**Sequential cells colored by netlist name**

Other sequential cells in the stronger gray, the rest of the logic in the fainter gray.
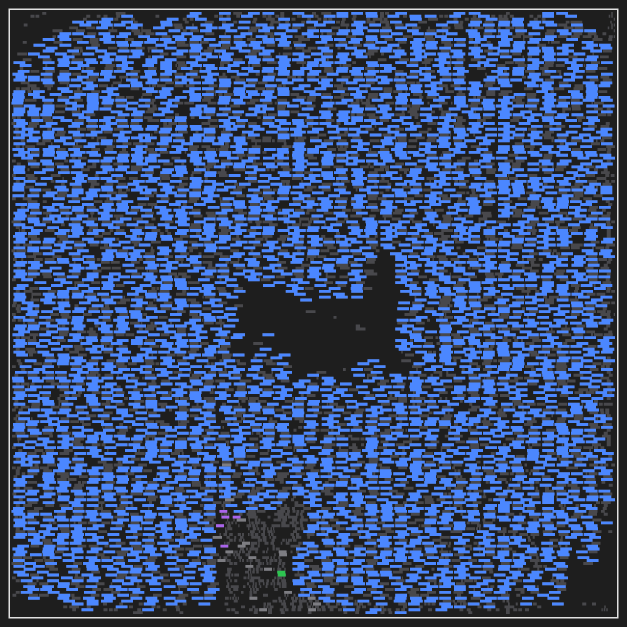
**Metal 1**

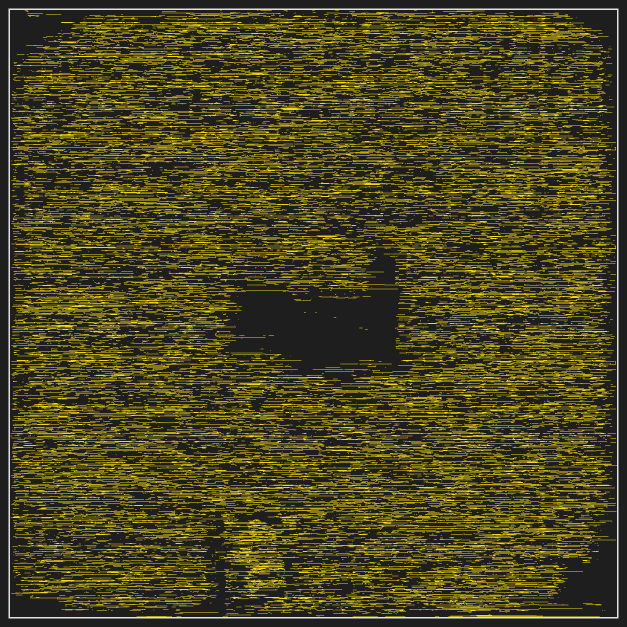
File: config.mk
export PLATFORM = sky130hd
export DESIGN_NAME = port_egress_buffer
export DESIGN_NICKNAME = d
export VERILOG_FILES = /design/src/rtl/port_egress_buffer.sv
export SDC_FILE = /design/constraint.sdc
export NUM_CORES = 2
export LEC_CHECK = 0
export CAP_MARGIN = 15
export CELL_PAD_IN_SITES_DETAIL_PLACEMENT = 1
export CELL_PAD_IN_SITES_GLOBAL_PLACEMENT = 2
export CORE_UTILIZATION = 50
export DETAILED_ROUTE_END_ITERATION = 7
export PLACE_DENSITY_LB_ADDON = 0.1
export RECOVER_POWER = 25
export SLEW_MARGIN = 20
export SYNTH_ARGS = -nofsm -noshare
export SYNTH_HDL_FRONTEND = slang
export SYNTH_MEMORY_MAX_BITS = 65536
export SYNTH_SLANG_ARGS = --single-unit
File: constraint.sdc
create_clock -name clk -period 43.5 [get_ports clk]
set_input_delay 8.7 -clock clk [delete_from_list [all_inputs] [get_ports clk]]
set_output_delay 8.7 -clock clk [all_outputs]
set_load 0.02 [all_outputs]
File: src/rtl/port_egress_buffer.sv
// Store-and-forward egress buffer: captures a chunk stream and replays only packets that arrived whole.
// Latency: first chunk of a packet is offered on o_val the cycle after its eop chunk is written.
// Backpressure: none toward the chunk input (overflowing packets are dropped whole); o_rdy stalls replay with o_* held stable.
//
// Ports:
//   clk, reset                  : single clock, synchronous active-high reset
//   i_val/i_sop/i_eop/i_vbc/i_data : incoming 32-byte chunk stream, no backpressure
//   o_val/o_sop/o_eop/o_vbc/o_data : replayed chunks, handshake with o_rdy
//   pkt_cnt, occupancy          : committed packets held / entries in use (uncommitted included)
//   drop_cnt, err_cnt           : saturating statistics, live only when EGRESS_STATS_EN is defined
//
// Build option: define EGRESS_STATS_EN to enable the drop/error counters; otherwise both read 0.

module port_egress_buffer #(
    parameter int DEPTH      = 16,
    parameter int CNT_SIZE_P = 8
) (
    input  logic                    clk,
    input  logic                    reset,
    input  logic                    i_val,
    input  logic                    i_sop,
    input  logic                    i_eop,
    input  logic [7:0]              i_vbc,
    input  logic [255:0]            i_data,
    output logic                    o_val,
    output logic                    o_sop,
    output logic                    o_eop,
    output logic [7:0]              o_vbc,
    output logic [255:0]            o_data,
    input  logic                    o_rdy,
    output logic [$clog2(DEPTH):0]  pkt_cnt,
    output logic [$clog2(DEPTH):0]  occupancy,
    output logic [CNT_SIZE_P-1:0]   drop_cnt,
    output logic [CNT_SIZE_P-1:0]   err_cnt
);

    localparam int AW = $clog2(DEPTH);
    localparam int PW = AW + 1;
    localparam logic [PW-1:0] DEPTH_PW = PW'(DEPTH);

    typedef struct packed {
        logic         sop;
        logic         eop;
        logic [7:0]   vbc;
        logic [255:0] data;
    } entry_t;

    typedef enum logic [1:0] {
        IDLE   = 2'd0,
        ACCEPT = 2'd1,
        DROP   = 2'd2
    } wr_state_t;

    entry_t mem [DEPTH];

    wr_state_t       state, state_nxt;
    logic [PW-1:0]   wr_ptr, wr_ptr_nxt;
    logic [PW-1:0]   wr_cmt, wr_cmt_nxt;
    logic [PW-1:0]   rd_ptr;
    logic [PW-1:0]   base;
    logic [PW-1:0]   pkt_cnt_q;
    logic [AW-1:0]   waddr;
    logic            full;
    logic            sop_case;
    logic            we;
    logic            commit;
    logic            drop_inc;
    logic            err_inc;
    logic            rd_fire;
    entry_t          wr_entry;
    entry_t          rd_entry;

    // Full is taken from registered pointers only, so a read this cycle
    // never makes room for this cycle's write.
    assign full     = (wr_ptr - rd_ptr) == DEPTH_PW;
    assign wr_entry = '{sop: i_sop, eop: i_eop, vbc: i_vbc, data: i_data};

    // ------------------------------------------------------------------
    // Write FSM: next state, pointer moves and event flags
    // ------------------------------------------------------------------
    always_comb begin
        state_nxt  = state;
        wr_ptr_nxt = wr_ptr;
        wr_cmt_nxt = wr_cmt;
        base       = wr_ptr;
        sop_case   = 1'b0;
        we         = 1'b0;
        waddr      = wr_ptr[AW-1:0];
        commit     = 1'b0;
        drop_inc   = 1'b0;
        err_inc    = 1'b0;

        case (state)
            IDLE: begin
                if (i_val) begin
                    if (i_sop) begin
                        sop_case = 1'b1;
                    end else begin
                        err_inc = 1'b1;
                    end
                end
            end
            ACCEPT: begin
                if (i_val) begin
                    if (i_sop) begin
                        // Truncated packet: discard it and restart on this sop,
                        // with the space check done against the rewound pointer.
                        err_inc    = 1'b1;
                        base       = wr_cmt;
                        wr_ptr_nxt = wr_cmt;
                        sop_case   = 1'b1;
                    end else if (full) begin
                        wr_ptr_nxt = wr_cmt;
                        drop_inc   = 1'b1;
                        state_nxt  = i_eop ? IDLE : DROP;
                    end else begin
                        we         = 1'b1;
                        wr_ptr_nxt = wr_ptr + PW'(1);
                        if (i_eop) begin
                            wr_cmt_nxt = wr_ptr + PW'(1);
                            commit     = 1'b1;
                            state_nxt  = IDLE;
                        end
                    end
                end
            end
            DROP: begin
                if (i_val) begin
                    if (i_sop) begin
                        err_inc  = 1'b1;
                        sop_case = 1'b1;
                    end else if (i_eop) begin
                        state_nxt = IDLE;
                    end
                end
            end
            default: begin
                state_nxt = IDLE;
            end
        endcase

        // Start-of-packet handling shared by all states
        if (sop_case) begin
            if ((base - rd_ptr) == DEPTH_PW) begin
                drop_inc  = 1'b1;
                state_nxt = i_eop ? IDLE : DROP;
            end else begin
                we         = 1'b1;
                waddr      = base[AW-1:0];
                wr_ptr_nxt = base + PW'(1);
                if (i_eop) begin
                    wr_cmt_nxt = base + PW'(1);
                    commit     = 1'b1;
                    state_nxt  = IDLE;
                end else begin
                    state_nxt = ACCEPT;
                end
            end
        end
    end

    always_ff @(posedge clk) begin
        if (reset) begin
            state  <= IDLE;
            wr_ptr <= '0;
            wr_cmt <= '0;
        end else begin
            state  <= state_nxt;
            wr_ptr <= wr_ptr_nxt;
            wr_cmt <= wr_cmt_nxt;
        end
    end

    // Storage is deliberately not reset.
    always_ff @(posedge clk) begin
        if (we && !reset) begin
            mem[waddr] <= wr_entry;
        end
    end

    // ------------------------------------------------------------------
    // Read side
    // ------------------------------------------------------------------
    assign rd_entry = mem[rd_ptr[AW-1:0]];
    assign o_val    = (rd_ptr != wr_cmt);
    assign o_sop    = rd_entry.sop;
    assign o_eop    = rd_entry.eop;
    assign o_vbc    = rd_entry.vbc;
    assign o_data   = rd_entry.data;
    assign rd_fire  = o_val & o_rdy;

    always_ff @(posedge clk) begin
        if (reset) begin
            rd_ptr <= '0;
        end else if (rd_fire) begin
            rd_ptr <= rd_ptr + PW'(1);
        end
    end

    always_ff @(posedge clk) begin
        if (reset) begin
            pkt_cnt_q <= '0;
        end else begin
            case ({commit, rd_fire & o_eop})
                2'b10:   pkt_cnt_q <= pkt_cnt_q + PW'(1);
                2'b01:   pkt_cnt_q <= pkt_cnt_q - PW'(1);
                default: pkt_cnt_q <= pkt_cnt_q;
            endcase
        end
    end

    assign pkt_cnt   = pkt_cnt_q;
    assign occupancy = wr_ptr - rd_ptr;

    // ------------------------------------------------------------------
    // Statistics
    // ------------------------------------------------------------------
`ifdef EGRESS_STATS_EN
    logic [CNT_SIZE_P-1:0] drop_cnt_q;
    logic [CNT_SIZE_P-1:0] err_cnt_q;

    always_ff @(posedge clk) begin
        if (reset) begin
            drop_cnt_q <= '0;
            err_cnt_q  <= '0;
        end else begin
            if (drop_inc && (drop_cnt_q != '1)) begin
                drop_cnt_q <= drop_cnt_q + CNT_SIZE_P'(1);
            end
            if (err_inc && (err_cnt_q != '1)) begin
                err_cnt_q <= err_cnt_q + CNT_SIZE_P'(1);
            end
        end
    end

    assign drop_cnt = drop_cnt_q;
    assign err_cnt  = err_cnt_q;
`else
    logic unused_stats;
    assign unused_stats = &{1'b0, drop_inc, err_inc};
    assign drop_cnt     = '0;
    assign err_cnt      = '0;
`endif

endmodule

==> summary.txt <==
The full implementation flow was run.

In the synthesized netlist, the number of instances is 6235. The number of logged tool warnings stands at 43. The slowest stage of the critical path is the buf_4 cell. By area, the class that comes first in the final layout consists of sequential cells. The area share of the largest cell type after synthesis stands at 0.791.

Per the synth stats, the flop cell with the highest instance count is edfxtp_1. Per the log, the first TritonRoute iteration ended with a DRC count of 6620. The area growth from synthesis to layout is 15.6%.

STA classifies the critical path startpoint as a flop. The total number of clock tree sinks stands at 4282. The net switching share of the total power stands at 0.230. Setup repair after global routing left no endpoint under its margin. The proportion of register bits with asynchronous set or reset after synthesis stands at 0. The AND-OR/OR-AND share of the synthesized area stands at 0.00364. The worst-case vdd ir drop stands at 0.0402 mV. The non-filler instance count after layout stands at 11800. Wire segments on met3 add up to 26.9 mm in the final route. Clock buffers in the final layout number 521. The script extracted a total leakage power of 56.2 nW.

The library cell used most frequently in the layout, excluding fill and tap cells, is edfxtp_1. The deepest clock path buffer count stands at 4. The power consumed by combinational cells stands at 0.00118 W. After synthesis, the cell types taking the most area are edfxtp_1 (79%), mux4_2 (18%), clkbuf_1 (0.39%). The number of placed instances, taps included, is 10900. Looking at the post-CTS report, the setup buffer insertion count equals 0. According to the tapcell log, the count of inserted taps is 4305. The number of antenna diodes in the final layout is 31.

563 I/O pins were placed. The initialized floorplan defines 208 standard-cell rows. Of the synthesized area, sequential elements account for 0.795.

The time the final worst path needs with I/O delays and setup stands at 16.41 ns. The flow ran to the end, and the final reports show no timing, DRC or antenna violations. Looking at the max-slew report, the worst-margin pin has a slew of 1.43 ns. The report counts max-capacitance violations totalling 0. Per the final report, the share of cell area in clock cells is 0.0757. The global routing met2 resource utilization stands at 0.396. For flop-to-flop paths, the worst setup slack is 35.90 ns. The completed layout was analyzed and its total power is 0.00946 W. In this run the cell area of the synthesized design comes to 162000 um2. The worst register-to-register path ends at mem[1][137]. For the final routed database, the setup TNS stands at 0 ns. The largest register by flop count is mem. Of all nets on the critical path, the largest fanout is 48.
-- 'sequential cells colored by netlist name' (at the start) --
[state] green | flops: 2
[mem] blue | flops: 4256 | where: widely spread
[rd_ptr] purple | flops: 5
not colored: 19
power consumed by sequential cells: 0.00459 W
Finished Core Util: 0.582
sequential fraction of total cell area: 0.687
sequential standard cell area: 128000 um2

-- 'metal 1' (at the start) --
main direction: horizontal
nets with wire on the layer: 7068

No activity file was given, so power comes from the tool's default toggle rates.
